run_1/placement.png
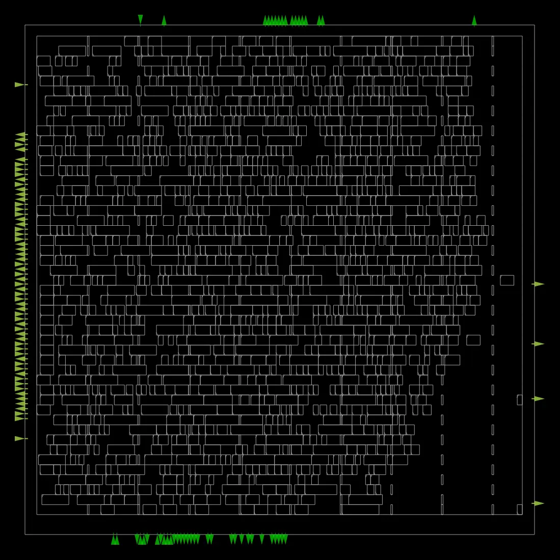
run_1/layer_met4.png
The bar under the picture is 50 um long.
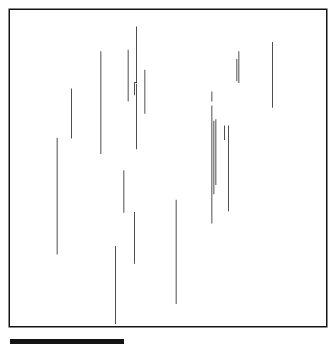
run_1/placement_by_type.png
The bar under the picture is 50 um long. Fill, decap, tap and diode cells in grey.
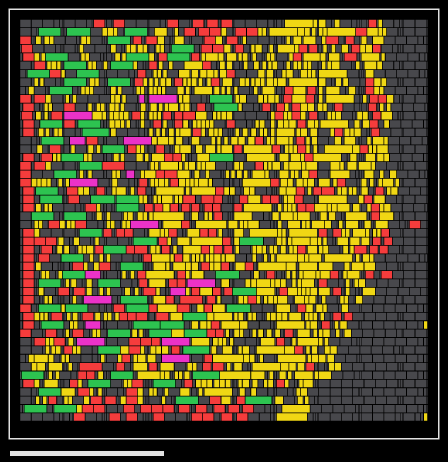
--- src/rtl/pc_sequencer_if.sv ---
// Instruction-fetch bus between the PC sequencer (master) and instruction memory (slave).
// The sequencer presents pc as the fetch address while fetch_req is high.
interface pc_sequencer_if;
  logic        fetch_req;
  logic [31:0] pc;
  logic        instr_valid;
  logic [31:0] instr_rdata;

  modport master (
    output fetch_req,
    output pc,
    input  instr_valid,
    input  instr_rdata
  );

  modport slave (
    input  fetch_req,
    input  pc,
    output instr_valid,
    output instr_rdata
  );
endinterface

--- src/rtl/pc_sequencer.sv ---
// Multi-cycle PC sequencer: FETCH -> DECODE -> EXECUTE -> UPDATE, with jump/branch redirect.
// Optional feature: define INSTR_COUNT_EN to add the retired_count output.
module pc_sequencer (
  input  logic                  clk,
  input  logic                  rst,
  pc_sequencer_if.master        bus,
  input  logic                  jump,
  input  logic                  beq,
  input  logic                  bne,
  input  logic                  alu_zero,
  input  logic                  stall,
  output logic [5:0]            opcode,
  output logic [31:0]           ir,
  output logic                  branch_taken
`ifdef INSTR_COUNT_EN
  ,
  output logic [31:0]           retired_count
`endif
);

  typedef enum logic [1:0] {
    FETCH   = 2'd0,
    DECODE  = 2'd1,
    EXECUTE = 2'd2,
    UPDATE  = 2'd3
  } state_t;

  state_t      state, state_nxt;
  logic [31:0] pc_q;
  logic [31:0] ir_q;
  logic        jump_q, beq_q, bne_q, zero_q;
  logic [31:0] pc_plus4;
  logic [31:0] pc_nxt;
  logic        redirect;

  function automatic logic [31:0] branch_target(input logic [31:0] pc4, input logic [15:0] imm);
    logic signed [31:0] off;
    off = {{14{imm[15]}}, imm, 2'b00};
    return pc4 + $unsigned(off);
  endfunction

  function automatic logic [31:0] jump_target(input logic [31:0] pc4, input logic [25:0] idx);
    return {pc4[31:28], idx, 2'b00};
  endfunction

  always_ff @(posedge clk) begin
    if (rst) state <= FETCH;
    else     state <= state_nxt;
  end

  // Next-PC uses only flags captured in EXECUTE, so UPDATE is immune to input changes.
  always_comb begin
    state_nxt     = state;
    bus.fetch_req = 1'b0;
    pc_plus4      = pc_q + 32'd4;
    redirect      = jump_q | (beq_q & zero_q) | (bne_q & ~zero_q);
    pc_nxt        = pc_plus4;
    if (jump_q)        pc_nxt = jump_target(pc_plus4, ir_q[25:0]);
    else if (redirect) pc_nxt = branch_target(pc_plus4, ir_q[15:0]);
    branch_taken  = 1'b0;
    case (state)
      FETCH: begin
        bus.fetch_req = 1'b1;
        if (!stall && bus.instr_valid) state_nxt = DECODE;
      end
      DECODE: begin
        if (!stall) state_nxt = EXECUTE;
      end
      EXECUTE: begin
        if (!stall) state_nxt = UPDATE;
      end
      UPDATE: begin
        branch_taken = redirect;
        if (!stall) state_nxt = FETCH;
      end
      default: state_nxt = FETCH;
    endcase
  end

  always_ff @(posedge clk) begin
    if (rst) begin
      pc_q   <= 32'd0;
      ir_q   <= 32'd0;
      jump_q <= 1'b0;
      beq_q  <= 1'b0;
      bne_q  <= 1'b0;
      zero_q <= 1'b0;
    end else if (!stall) begin
      if (state == FETCH && bus.instr_valid) ir_q <= bus.instr_rdata;
      if (state == EXECUTE) begin
        jump_q <= jump;
        beq_q  <= beq;
        bne_q  <= bne;
        zero_q <= alu_zero;
      end
      if (state == UPDATE) pc_q <= pc_nxt;
    end
  end

`ifdef INSTR_COUNT_EN
  logic [31:0] retired_q;

  always_ff @(posedge clk) begin
    if (rst)                              retired_q <= 32'd0;
    else if (state == UPDATE && !stall)   retired_q <= retired_q + 32'd1;
  end

  assign retired_count = retired_q;
`endif

  assign bus.pc = pc_q;
  assign ir     = ir_q;
  assign opcode = ir_q[31:26];

endmodule

--- src/flat_wrapper.sv ---
// flat-port wrapper written by rule: the top's interface ports become plain ports
module pc_sequencer_flat 
  (clk, rst, jump, beq, bne, alu_zero, stall, opcode, ir, branch_taken, bus_fetch_req, bus_pc, bus_instr_valid, bus_instr_rdata);
  pc_sequencer_if bus_i ();
  input  logic clk;
  input  logic rst;
  input  logic jump;
  input  logic beq;
  input  logic bne;
  input  logic alu_zero;
  input  logic stall;
  output logic [5:0] opcode;
  output logic [31:0] ir;
  output logic branch_taken;
  output wire logic [$bits(bus_i.fetch_req)-1:0] bus_fetch_req;
  output wire logic [$bits(bus_i.pc)-1:0] bus_pc;
  input wire logic [$bits(bus_i.instr_valid)-1:0] bus_instr_valid;
  input wire logic [$bits(bus_i.instr_rdata)-1:0] bus_instr_rdata;
  assign bus_fetch_req = bus_i.fetch_req;
  assign bus_pc = bus_i.pc;
  assign bus_i.instr_valid = bus_instr_valid;
  assign bus_i.instr_rdata = bus_instr_rdata;
  pc_sequencer u_core (.clk(clk), .rst(rst), .bus(bus_i), .jump(jump), .beq(beq), .bne(bne), .alu_zero(alu_zero), .stall(stall), .opcode(opcode), .ir(ir), .branch_taken(branch_taken));
endmodule
--- config.mk ---
export PLATFORM = sky130hd
export DESIGN_NAME = pc_sequencer_flat
export DESIGN_NICKNAME = d
export VERILOG_FILES = /design/src/rtl/pc_sequencer_if.sv /design/src/rtl/pc_sequencer.sv /design/src/flat_wrapper.sv
export SDC_FILE = /design/constraint.sdc
export NUM_CORES = 1
export LEC_CHECK = 0
export ABC_AREA = 1
export CAP_MARGIN = 10
export CORE_MARGIN = 3
export CORE_UTILIZATION = 34
export DETAILED_ROUTE_END_ITERATION = 10
export PLACE_DENSITY = 0.56
export SETUP_SLACK_MARGIN = 0.15
export SLEW_MARGIN = 20
export SYNTH_ARGS = -nofsm -noshare
export SYNTH_HDL_FRONTEND = slang
export SYNTH_SLANG_ARGS = --single-unit
--- constraint.sdc ---
create_clock -name clk -period 2.8 [get_ports clk]
set_input_delay 0.7 -clock clk [delete_from_list [all_inputs] [get_ports clk]]
set_output_delay 0.7 -clock clk [all_outputs]
set_load 0.02 [all_outputs]
==> reports/metrics.yaml, run 1 <==
cp.depth: 19
chipArea_um2: 19300
final_util_pct: 59.4
p_sw_mw: 1.80
cts_max_level: 3
synth_cell_types: 43
gr-usage-met3_pct: 3.83
buffers: 289
clkLatencyLatePin_ns: 0.34
synth_flops: 68
cts_setup_buffers: 18
yosysWarnings: 0
ys_seq_share_pct: 22.6
rows: 48
ys_sh_xor_pct: 3.45
cpPeakStageDelay_ns: 0.38
violations: "setup timing"
worst_hold_slack_ns: 0.451
synth-main-ff-cell: "dfxtp_1"
routabilityCongestion: 0.927
fin_ws_ns: -0.0918
setup_viol: 8
postRouteAntennaNets: 0
nMultiInputCombCells: 791
mostFrequentLayoutCells: "nand2_1 (203), buf_4 (165), nor2_1 (126)"
hp-class: "flop to flop"
pwr-share-comb_pct: 47.0
swShare_pct: 39.3
yosys-top-cells-count: "nand2_1 (274), nor2_1 (160), inv_1 (123)"
syn_to_final_growth_pct: 70.8
die_h_um: 139
clk_share_pct: 3.09
powerComb_mw: 2.15
finalPower_mw: 4.58
yosysChipArea_um2: 6020
area.sequential_um2: 1400
grt-busiest-layer: "met2"
r2r-start: "u_core.bus.pc[3]$_SDFFE_PP0P_"
grt_pass1_wl_mm: 38.0
post-route-min-period_ns: 2.89
outcome: "finished, violations left"
finalSetupTns_ns: -0.352
cp_slowest_cell: "dfxtp_4"
worstPathCellList: "buf_6 > nand2_4 > nor2_4 > nand2_2 > nor2_4 > nand4_1 > xor2_2 > inv_2 > ha_4 > buf_4 > buf_4 > inv_1 > o21bai_1 > o21bai_1 > a21oi_1 > nand3_1 > nand2_1 > nand3_1 > a21oi_2"
layout_top_cell: "nand2_1"
crit_type: "flop to flop"
synth_area_leader_cell: "dfxtp_1"
finalMaxSlewViolations: 0
grt_setup_unrepaired: "true"
grt_pass1_vias: 7207
antenna_found_initial: 0
power.density_nw_per_um2: 445
ys_sh_adder_pct: 8.86
pre_cts_ws_ns: -0.410
place_area_um2: 8350
via_per_inst: 5.01
wl_met1_mm: 11.0
wl_per_cell_um: 16.3
synth_area_um2: 6020
yosys.area_share.aoi_pct: 15.4
pg_clk_mw: 1.18
startpoint: "u_core.bus.pc[3]$_SDFFE_PP0P_"
Notes on placement.png above:
register share of the cell area: 13.6%
non-filler instance count after layout: 1,514
core area: 17,300 um^2
tally of filler cells in the layout: 1,629

Notes on layer_met4.png above:
The longest straight run is 51.7 um. The layer carries 550 um of wire. The wires run mostly vertical. The layer holds 2.2% of the routed length. 17 nets have wire on it.
Routed WL: 24.7 mm
vias after detailed routing: 7,591

Notes on placement_by_type.png above:
Yellow is combinational and other logic, cells 916, share of their area 58%. Red is other buffers and delay cells, cells 289, share of their area 25%. Green is flops, cells 68, share of their area 14%. Magenta is clock drivers and dummy loads, cells 16, share of their area 3.2%.

==> run 1 -> run 2 <==
--- a/config.mk
+++ b/config.mk
@@ -9,6 +9,7 @@
 export CAP_MARGIN = 10
 export CORE_MARGIN = 3
 export CORE_UTILIZATION = 34
+export CTS_CLUSTER_SIZE = 20
 export DETAILED_ROUTE_END_ITERATION = 10
 export PLACE_DENSITY = 0.56
 export SETUP_SLACK_MARGIN = 0.15
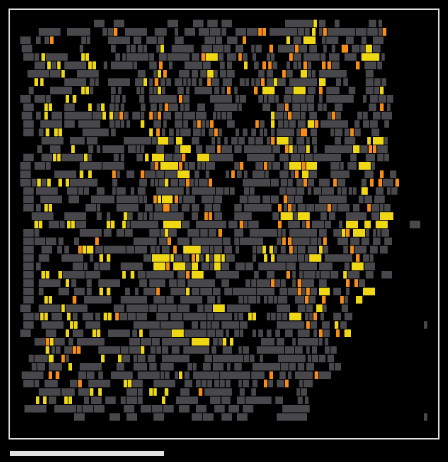
run_2/logic_types.png
The bar under the picture is 50 um long.
Yellow is NOR gates, cells 181, most used nor2_1, where all over the die. Orange is inverters, cells 125, most used inv_1.
most frequent logic cell in the layout: nand2_1
Comb area share: 51.4%

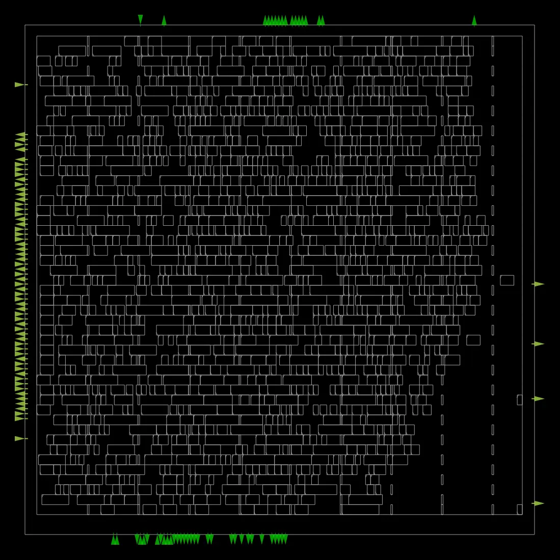
run_2/placement.png
Post-Route Utilization: 59.4%
site row count: 48

==> reports/metrics.yaml, run 2 <==
grt_pass1_wl_mm: 38.0  # unchanged
fin_ws_ns: -0.0918  # unchanged
hp-class: "flop to flop"
largest_register_ffs: 32
wl_mm: 24.7  # unchanged
grt-busiest-layer: "met2"
power.density_nw_per_um2: 445  # unchanged
cp_slowest_cell: "dfxtp_4"
wl_per_cell_um: 16.3  # unchanged
chipArea_um2: 19300  # unchanged
grt_pass1_vias: 7207  # unchanged
crit_type: "flop to flop"
cts_max_level: 3  # unchanged
worst_hold_slack_ns: 0.451  # unchanged
pwr-share-comb_pct: 47.0  # about the same
via_per_inst: 5.01  # unchanged
clkLatencyLatePin_ns: 0.34  # about the same
r2r_slack_ns: -0.09
ys_sh_xor_pct: 3.45  # unchanged
postRouteAntennaNets: 0  # unchanged
drc: 0
n_fill_cell: 1629  # unchanged
finalSetupTns_ns: -0.352  # unchanged
yosysChipArea_um2: 6020  # unchanged
final-instance-count-excl-fill: 1514  # unchanged
logic_area_um2: 5280
synth-main-ff-cell: "dfxtp_1"
post-route-min-period_ns: 2.89  # unchanged
synth_area_um2: 6020  # unchanged
sh_seq_area_pct: 13.6  # unchanged
die_h_um: 139  # unchanged
worstPathCellList: "buf_6 > nand2_4 > nor2_4 > nand2_2 > nor2_4 > nand4_1 > xor2_2 > inv_2 > ha_4 > buf_4 > buf_4 > inv_1 > o21bai_1 > o21bai_1 > a21oi_1 > nand3_1 > nand2_1 > nand3_1 > a21oi_2"
cpPeakStageDelay_ns: 0.38  # about the same
finalMaxSlewViolations: 0  # unchanged
core_area_um2: 17300  # unchanged
synth_flops: 68  # unchanged
buffers: 289  # unchanged
pg_clk_mw: 1.18  # about the same
antenna_found_initial: 0  # unchanged
grt-ovfl-total: 0
syn_to_final_growth_pct: 70.8  # unchanged
p_int_mw: 2.78
powerComb_mw: 2.15  # about the same
wl_met1_mm: 11.0  # unchanged
cp.depth: 19  # unchanged
route.vias.total: 7591  # unchanged
yosys-top-cells-count: "nand2_1 (274), nor2_1 (160), inv_1 (123)"
cts_resized: 127
swShare_pct: 39.3  # unchanged
ys_seq_share_pct: 22.6  # unchanged
synth_cell_types: 43  # unchanged
mostFrequentLayoutCells: "nand2_1 (203), buf_4 (165), nor2_1 (126)"
clk_share_pct: 3.09  # unchanged
yosysWarnings: 0  # unchanged
cts_setup_buffers: 18  # unchanged
ys_sh_adder_pct: 8.86  # unchanged
r2r-start: "u_core.bus.pc[3]$_SDFFE_PP0P_"
startpoint: "u_core.bus.pc[3]$_SDFFE_PP0P_"
drv_cap: 0
violations: "setup timing"
place_area_um2: 8350  # unchanged
routabilityCongestion: 0.927  # unchanged
grt_setup_unrepaired: "true"
setup_viol: 8  # unchanged
p_sw_mw: 1.80  # unchanged
flops: 68
nMultiInputCombCells: 791  # unchanged
outcome: "finished, violations left"
area.sequential_um2: 1400  # unchanged
No activity file was given, so power comes from the tool's default toggle rates.
